--- src/rtl/ft245_sync_tx.sv ---
// ft245_sync_tx: FT245 synchronous FIFO transmit path with small FIFO and registered bus stage.
// Optional SIWU# send-immediate pulse after idle is enabled by defining FT_SIWU_EN.
module ft245_sync_tx #(
  parameter int DEPTH_LOG2 = 4,
  parameter int SIWU_IDLE  = 64
) (
  input  logic                  uclk_i,
  input  logic                  reset_i,
  input  logic                  txe_i,
  output logic                  wr_o,
  output logic [7:0]            byte_o,
  output logic                  drv_en_o,
  input  logic [7:0]            data_i,
  input  logic                  valid_i,
  output logic                  ready_o,
  output logic [DEPTH_LOG2:0]   level_o,
  output logic [15:0]           sent_cnt_o,
  output logic                  siwu_o
);
  localparam int DEPTH = 1 << DEPTH_LOG2;
  logic [7:0] mem [DEPTH];
  logic [DEPTH_LOG2-1:0] wp, rp;
  logic commit, push, pop, empty, stage_nx;
  // drv_en_o doubles as the output-stage valid flag
  assign commit   = ~wr_o & ~txe_i;
  assign empty    = level_o == '0;
  assign ready_o  = level_o != (DEPTH_LOG2+1)'(DEPTH);
  assign push     = valid_i & ready_o;
  assign pop      = (~drv_en_o | commit) & ~empty;
  assign stage_nx = pop | (drv_en_o & ~commit);
  always_ff @(posedge uclk_i)
    if (push) mem[wp] <= data_i;
  always_ff @(posedge uclk_i) begin
    if (reset_i) begin
      wp         <= '0;
      rp         <= '0;
      level_o    <= '0;
      byte_o     <= 8'h00;
      wr_o       <= 1'b1;
      drv_en_o   <= 1'b0;
      sent_cnt_o <= 16'h0000;
    end else begin
      wp         <= wp + DEPTH_LOG2'(push);
      rp         <= rp + DEPTH_LOG2'(pop);
      level_o    <= level_o + (DEPTH_LOG2+1)'(push) - (DEPTH_LOG2+1)'(pop);
      if (pop) byte_o <= mem[rp];
      wr_o       <= ~(stage_nx & ~txe_i);
      drv_en_o   <= stage_nx;
      sent_cnt_o <= sent_cnt_o + 16'(commit);
    end
  end
`ifdef FT_SIWU_EN
  localparam int IW = $clog2(SIWU_IDLE + 1);
  logic [IW-1:0] idle;
  logic pend;
  always_ff @(posedge uclk_i) begin
    if (reset_i) begin
      idle   <= '0;
      pend   <= 1'b0;
      siwu_o <= 1'b1;
    end else begin
      siwu_o <= 1'b1;
      if (commit) begin
        idle <= '0;
        pend <= 1'b1;
      end else if (~drv_en_o & empty & (idle != IW'(SIWU_IDLE))) begin
        idle <= idle + IW'(1);
        if (pend & (idle == IW'(SIWU_IDLE - 1))) begin
          siwu_o <= 1'b0;
          pend   <= 1'b0;
        end
      end
    end
  end
`else
  assign siwu_o = 1'b1;
`endif
endmodule
--- config.mk ---
export PLATFORM = sky130hd
export DESIGN_NAME = ft245_sync_tx
export DESIGN_NICKNAME = d
export VERILOG_FILES = /design/src/rtl/ft245_sync_tx.sv
export SDC_FILE = /design/constraint.sdc
export NUM_CORES = 1
export LEC_CHECK = 0
export ABC_AREA = 1
export CAP_MARGIN = 40
export CORE_MARGIN = 10
export CORE_UTILIZATION = 64
export CTS_CLUSTER_SIZE = 20
export DETAILED_ROUTE_END_ITERATION = 10
export PLACE_DENSITY = 0.87
export SLEW_MARGIN = 20
export SYNTH_ARGS = -nofsm -noshare
export SYNTH_HDL_FRONTEND = slang
export SYNTH_SLANG_ARGS = --single-unit
--- constraint.sdc ---
create_clock -name uclk_i -period 7.68 [get_ports uclk_i]
set_input_delay 1.152 -clock uclk_i [delete_from_list [all_inputs] [get_ports uclk_i]]
set_output_delay 1.152 -clock uclk_i [all_outputs]
set_load 0.005 [all_outputs]
### Where the registers sit, run 1

Scale: 3 px per um. Other sequential cells in the stronger gray, the rest of the logic in the fainter gray.
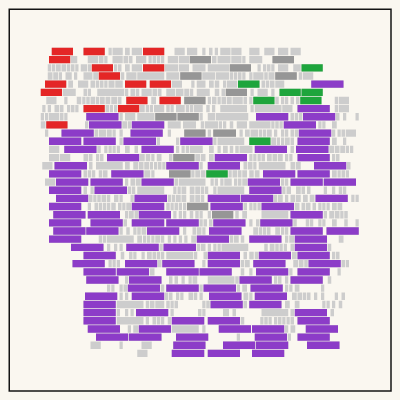
[red] `sent_cnt_o` | sequential cells: 16 | where: top left
[green] `byte_o` | sequential cells: 8
[purple] `mem` | sequential cells: 128
not colored: 15
sequential group power: 1080 uW
post-route core utilization: 75.7%
register fraction of the total cell area: 55.6%

### Wires at chosen ports, followed through buffers, run 1

Scale: 3 px per um.
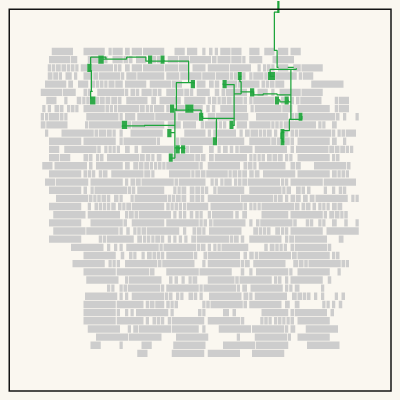
[green] `reset_i` | bits: 1 | direction: input | end cells: 26 | buffers: 2 | wire: 268 um
Top Ports: 45
buffers added on ports: 43

==> results.txt, run 1 <==
Observations from the implementation run.

Run status:
- The run finished with clean final reports.

Worst setup path:
- The worst register-to-register path has a depth of 14.
- The run gives the highest fanout seen on the critical path as 18.
- STA puts the critical path data arrival time at 3.76 ns.
- The run gives the start-to-end type of the worst setup path as in2reg.
- The run puts the data required time of the critical path at 8.04 ns.

GRT:
- The run gives the total overflow reported by the global router as 0.
- The run puts the wire length of the first global-routing pass at 27.5 mm.

Clocking:
- The run puts the insertion delay to the later sink of the worst-skew pair at 0.42 ns.
- The number of hold buffers added after CTS was 0.
- The clock drives 167 sinks.
- The clock tree synthesis step divided the H-tree into 4 levels.

Synth:
- The commonest register cell is sky130_fd_sc_hd__edfxtp_1.
- Summing every instance area after synthesis gives 0.00729 sq mm.
- The run puts the share of flip-flops with an asynchronous set or reset after synthesis at 0%.

STA:
- After routing, the total negative slack on setup checks comes to 0 ns.

Layout:
- The run puts the area added between synthesis and finish at 14.1%.
- The run puts the layout cell share with drive strength beyond 1 at 5.22%.

Floorplanning:
- The run puts the die extent in y at 127 um.

Placement:
- The run gives the HPWL after detailed placement as 10.7 mm.
### Placement density heat map, run 1

Scale: 2 px per um. The die is cut into 13 by 13 equal tiles; dark purple is low, yellow is high, 0 to 100% covered.
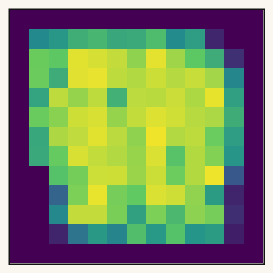
emptiest ninth of the die: bottom left
fullest tile: 98%
nearly empty tiles: 31%
densest ninth of the die: middle
CORE AREA: 0.0110 sq mm
core utilization before placement: 66.4%

### Selected gate families, run 1

Scale: 4 px per um.
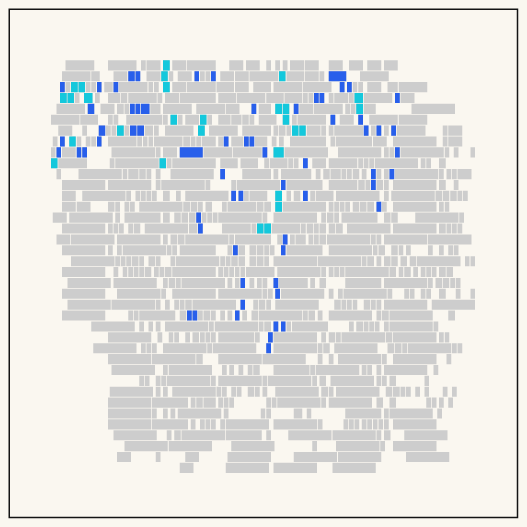
[blue] nor cells | cells: 64
[cyan] aoi and oai cells | cells: 28
most common logic cell in the routed design: sky130_fd_sc_hd__nand2_1
count of non-filler cells in the finished layout: 945
multi-input logic portion of the cell area: 24.5%

-- run 1: state kept, by name (all words and copies together), names as in the netlist --
register,count
wp,4
sent_cnt_o,16
wr_o,1
mem,128
level_o,5
rp,4
drv_en_o,1
byte_o,8
-- run 1: power breakdown --
group          total [uW]  switching, uW  leakage [uW]  internal [uW]
Clock                 814            331      0.000281            483
Sequential           1080           43.3       0.00147           1040
Combinational         793            529       0.00171            265
-- run 1: per-layer routing --
| layer | share of wire, % | global-route usage [%] | vias to the layer above |
|---|---|---|---|
| li1 | - | - | 2509 |
| met1 | 37 | 25.1 | 2524 |
| met2 | 51 | 37.2 | 314 |
| met3 | 8.3 | 4.96 | 68 |
| met4 | 3.7 | 10.4 | 0 |
| met5 | 0 | 0 | - |
-- run 1: worst max-delay path: stages --
cell	delay [ns]
sky130_fd_sc_hd__clkdlybuf4s50_1	0.45
sky130_fd_sc_hd__o21ai_0	0.22
sky130_fd_sc_hd__nand2_1	0.10
sky130_fd_sc_hd__inv_2	0.25
sky130_fd_sc_hd__ha_1	0.31
sky130_fd_sc_hd__inv_1	0.08
sky130_fd_sc_hd__ha_1	0.16
sky130_fd_sc_hd__inv_1	0.06
sky130_fd_sc_hd__fa_1	0.41
sky130_fd_sc_hd__o31ai_1	0.32
sky130_fd_sc_hd__o21ai_0	0.12
sky130_fd_sc_hd__a21oi_1	0.14
-- run 1: worst max path at each step --
stage	from	to	slack, ns	cells after the start
2_1_floorplan	txe_i	level_o[4]	4.64	12
3_3_place_gp	txe_i	level_o[4]	4.06	12
3_5_place_dp	txe_i	level_o[4]	3.95	12
4_1_cts	txe_i	level_o[4]	4.32	12
5_1_grt	txe_i	level_o[4]	4.05	12
6_report	txe_i	level_o[4]	4.27	12
-- run 1: layout by cell type, fill, tap and decap left out, types with 2 or more instances in the layout --
master,instances
sky130_fd_sc_hd__inv_4,2
sky130_fd_sc_hd__nor2_1,56
sky130_fd_sc_hd__clkbuf_1,5
sky130_fd_sc_hd__clkinv_2,3
sky130_fd_sc_hd__nor3_1,5
sky130_fd_sc_hd__clkinv_1,2
sky130_fd_sc_hd__nand4_1,3
sky130_fd_sc_hd__a31oi_1,2
sky130_fd_sc_hd__inv_2,4
sky130_fd_sc_hd__xor2_1,3
sky130_fd_sc_hd__a21oi_1,13
sky130_fd_sc_hd__edfxtp_1,128
sky130_fd_sc_hd__nand3_1,97
sky130_fd_sc_hd__clkdlybuf4s50_1,43
sky130_fd_sc_hd__xnor2_1,3
sky130_fd_sc_hd__o21ai_0,12
sky130_fd_sc_hd__nand3_2,2
sky130_fd_sc_hd__inv_1,110
sky130_fd_sc_hd__clkbuf_16,19
sky130_fd_sc_hd__nand2_1,226
sky130_fd_sc_hd__ha_1,12
sky130_fd_sc_hd__dfxtp_1,38
sky130_fd_sc_hd__buf_4,4
-- run 1: final cells by class --
| type | count | area [sq um] |
|---|---|---|
| repair buffers | 48 | 480 |
| multi-input cells | 443 | 2040 |
| well taps | 140 | 175 |
| flip-flops and latches | 167 | 4630 |
| clock inverters | 8 | 70.1 |
| clock buffers | 24 | 494 |
| fillers | 662 | 2660 |
| inverters | 115 | 432 |
### Clock nets, run 1

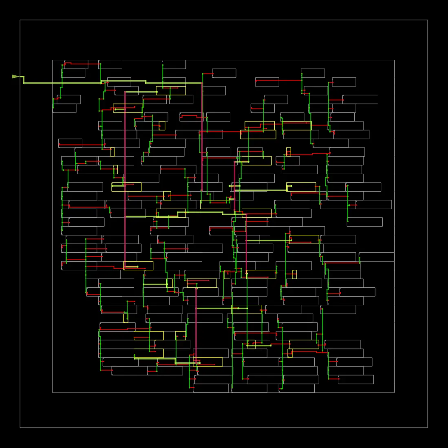

==> run 2, diff against run 1 <==
- CORE_UTILIZATION: 64 -> 53
- PLACE_DENSITY: 0.87 -> 0.77
- clock period: 7.68 -> 2.9 ns (I/O delays scaled with it)
### Clock nets, run 2

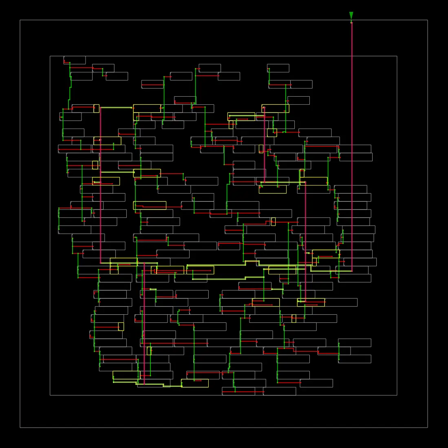
total CTS buffers: 17
clock buffer count: 20

### Where the registers sit, run 2

Scale: 3 px per um. Other sequential cells in the stronger gray, the rest of the logic in the fainter gray.
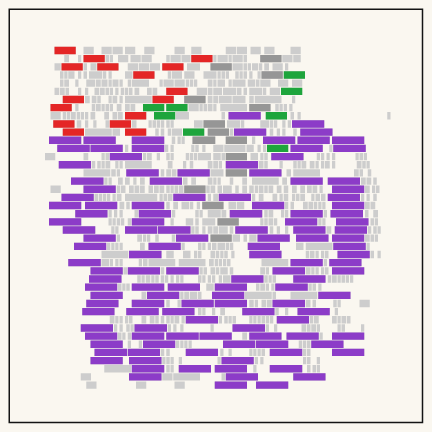
[red] `sent_cnt_o` | sequential cells: 16 | where: top left
[green] `byte_o` | sequential cells: 8 | where: top middle
[purple] `mem` | sequential cells: 128
post-route core utilization: 63.0%
register fraction of the total cell area: 55.0%
sequential standard cell area: 0.00463 sq mm
sequential group power: 2890 uW

==> run 2 against run 1 <==
Largest cell class unchanged. Flip-flop count stayed put. Synthesized area stayed put. Worst setup slack worse by 4.0 ns. Design area is 1.2% higher. Hold slack worse by 0.0068 ns. Critical path depth is 1 higher. Non-clock buffer count is 14 higher. Core utilization is 13 points lower.
==> results.txt, run 2 <==
Observations from the implementation run.

Worst setup path:
- The highest fanout seen on the critical path is 3 (was 18).
- The data arrival time of the critical path came to 3.01 ns (was 3.76 ns).
- The start point of the critical path is level_o[2] (was txe_i).
- The number of gates on the worst path with buffers counted came to 13 (was 12).
- The run gives the start-to-end type of the worst setup path as reg2reg (was in2reg).
- The family of cells with the greatest summed delay on the critical path was adder cells (unchanged).
- The run gives the highest cell delay on the worst timing path as 0.41 ns (was 0.45 ns).
- The run puts the data required time of the critical path at 3.26 ns (was 8.04 ns).
- Cell chain of the critical path: inv_1, ha_1, nor3b_2, nand2_1, nand2_1, ha_1, inv_1, ha_1, inv_1, fa_1, o31ai_1, o21ai_0, a21oi_1 (was clkdlybuf4s50_1, o21ai_0, nand2_1, inv_2, ha_1, inv_1, ha_1, inv_1, fa_1, o31ai_1, o21ai_0, a21oi_1).
- The critical path buffer and inverter count came to 3 (was 4).

Synth:
- The share of flip-flops with an asynchronous set or reset after synthesis is 0% (unchanged).
- The run puts the average instance area after synthesis at 9.65 sq um (unchanged).
- The predominant post-synthesis flop cell was sky130_fd_sc_hd__edfxtp_1 (unchanged).

Clocking:
- The run puts the insertion delay to the later sink of the worst-skew pair at 0.43 ns (was 0.42 ns).
- The run gives the total number of H-tree levels as 4 (unchanged).
- The hold-fix buffer count after cts is 0 (unchanged).
- The run gives the number of sinks driven by the clock tree as 167 (unchanged).

Layout:
- Commonest cells after routing, fill and taps aside: 226 x sky130_fd_sc_hd__nand2_1, 128 x sky130_fd_sc_hd__edfxtp_1, 110 x sky130_fd_sc_hd__inv_1 (unchanged).
- Largest registers: mem x128, sent_cnt_o x16, byte_o x8 (unchanged).
- The run puts the filler cell count in the final layout at 1,014 (was 662).
- The run puts the layout cell share with drive strength beyond 1 at 6.72% (was 5.22%).
- The run gives the number of cells in the finished layout apart from fillers as 995 (was 945).
- The run gives the flip-flop count of the largest register, all copies and words added as 128 (unchanged).
- The run gives the register with the most flip-flops as mem (unchanged).
- The area added between synthesis and finish came to 15.5% (was 14.1%).
- The run gives the most common library cell in the layout ignoring fill and taps as sky130_fd_sc_hd__nand2_1 (unchanged).

GRT:
- The wire length of the first global-routing pass was 25.7 mm (was 27.5 mm).
- The run gives the total overflow reported by the global router as 0 (unchanged).

Floorplanning:
- The die extent in y was 137 um (was 127 um).
- The run puts the placeable core area at 0.0133 sq mm (was 0.0110 sq mm).
- The run puts the starting utilization of the core area at 54.6% (was 66.4%).

Run status:
- Run status: finished, final reports clean (unchanged).

Placement:
- The run gives the HPWL after detailed placement as 10.5 mm (was 10.7 mm).

STA:
- The run gives the total negative slack for setup checks as 0 ns (unchanged).
-- run 2: cell counts after synthesis --
Identical to the previous run, type by type.
-- run 2: cell type report --
class / count / area (sq um) / area share (%)
Tap cell: 176 / 220 / 2.62
Clock buffer: 20 / 437 / 5.19
Clock inverter: 12 / 86.3 / 1.03
Multi-Input combinational cell: 443 / 2040 / 24.3
Inverter: 115 / 432 / 5.13
Timing Repair Buffer: 62 / 573 / 6.81
Sequential cell: 167 / 4630 / 55.0
-- run 2: worst min path at each step --
| stage | endpoint | startpoint | slack [ns] |
|---|---|---|---|
| 6_report | sent_cnt_o[13] | sent_cnt_o[13] | 0.50 |
| 5_1_grt | sent_cnt_o[13] | sent_cnt_o[13] | 0.55 |
| 4_1_cts | sent_cnt_o[13] | sent_cnt_o[13] | 0.50 |
| 3_5_place_dp | sent_cnt_o[13] | sent_cnt_o[13] | 0.49 |
| 3_3_place_gp | sent_cnt_o[15] | sent_cnt_o[15] | 0.48 |
| 2_1_floorplan | sent_cnt_o[12] | sent_cnt_o[12] | 0.48 |
-- run 2: worst reg2reg max path: stages, from the launching register on --
cell	delay, ns
sky130_fd_sc_hd__dfxtp_1	0.39
sky130_fd_sc_hd__inv_1	0.09
sky130_fd_sc_hd__ha_1	0.20
sky130_fd_sc_hd__nor3b_2	0.16
sky130_fd_sc_hd__nand2_1	0.09
sky130_fd_sc_hd__nand2_1	0.08
sky130_fd_sc_hd__ha_1	0.28
sky130_fd_sc_hd__inv_1	0.06
sky130_fd_sc_hd__ha_1	0.16
sky130_fd_sc_hd__inv_1	0.07
sky130_fd_sc_hd__fa_1	0.41
sky130_fd_sc_hd__o31ai_1	0.32
sky130_fd_sc_hd__o21ai_0	0.13
sky130_fd_sc_hd__a21oi_1	0.15
-- run 2: where the power goes --
group	total [uW]	internal [uW]	switching [uW]
Sequential	2890	2750	139
Clock	2010	1160	854
Combinational	2000	706	1290
Total	6900	4610	2290
-- run 2: kinds of logic after synthesis --
logic type,Yosys count,synth area share [%]
xor+xnor,6,0.721
flops,167,63.5
fa+ha+maj,13,2.33
buf+inv,145,8.53
other cells,1,0.0515
compound gates,29,2.09
simple gates,394,22.8
-- run 2: per-stage QoR --
stage               hold slack, ns  instance area, sq um
finish                       0.501                  8420
floorplan                    0.475                  7290
global route                 0.551                  8420
CTS                          0.504                  8420
detailed placement           0.492                  7890
global placement             0.485                  7890
-- run 2: routing by layer --
metal | wire, um | vias up | track usage (%)
met5 | 0 | - | 0
met1 | 6220 | 2466 | 19.1
met4 | 542 | 0 | 9.31
met2 | 8380 | 157 | 31.4
li1 | - | 2531 | -
met3 | 968 | 38 | 4.62
Power and IR drop assume default switching activity.
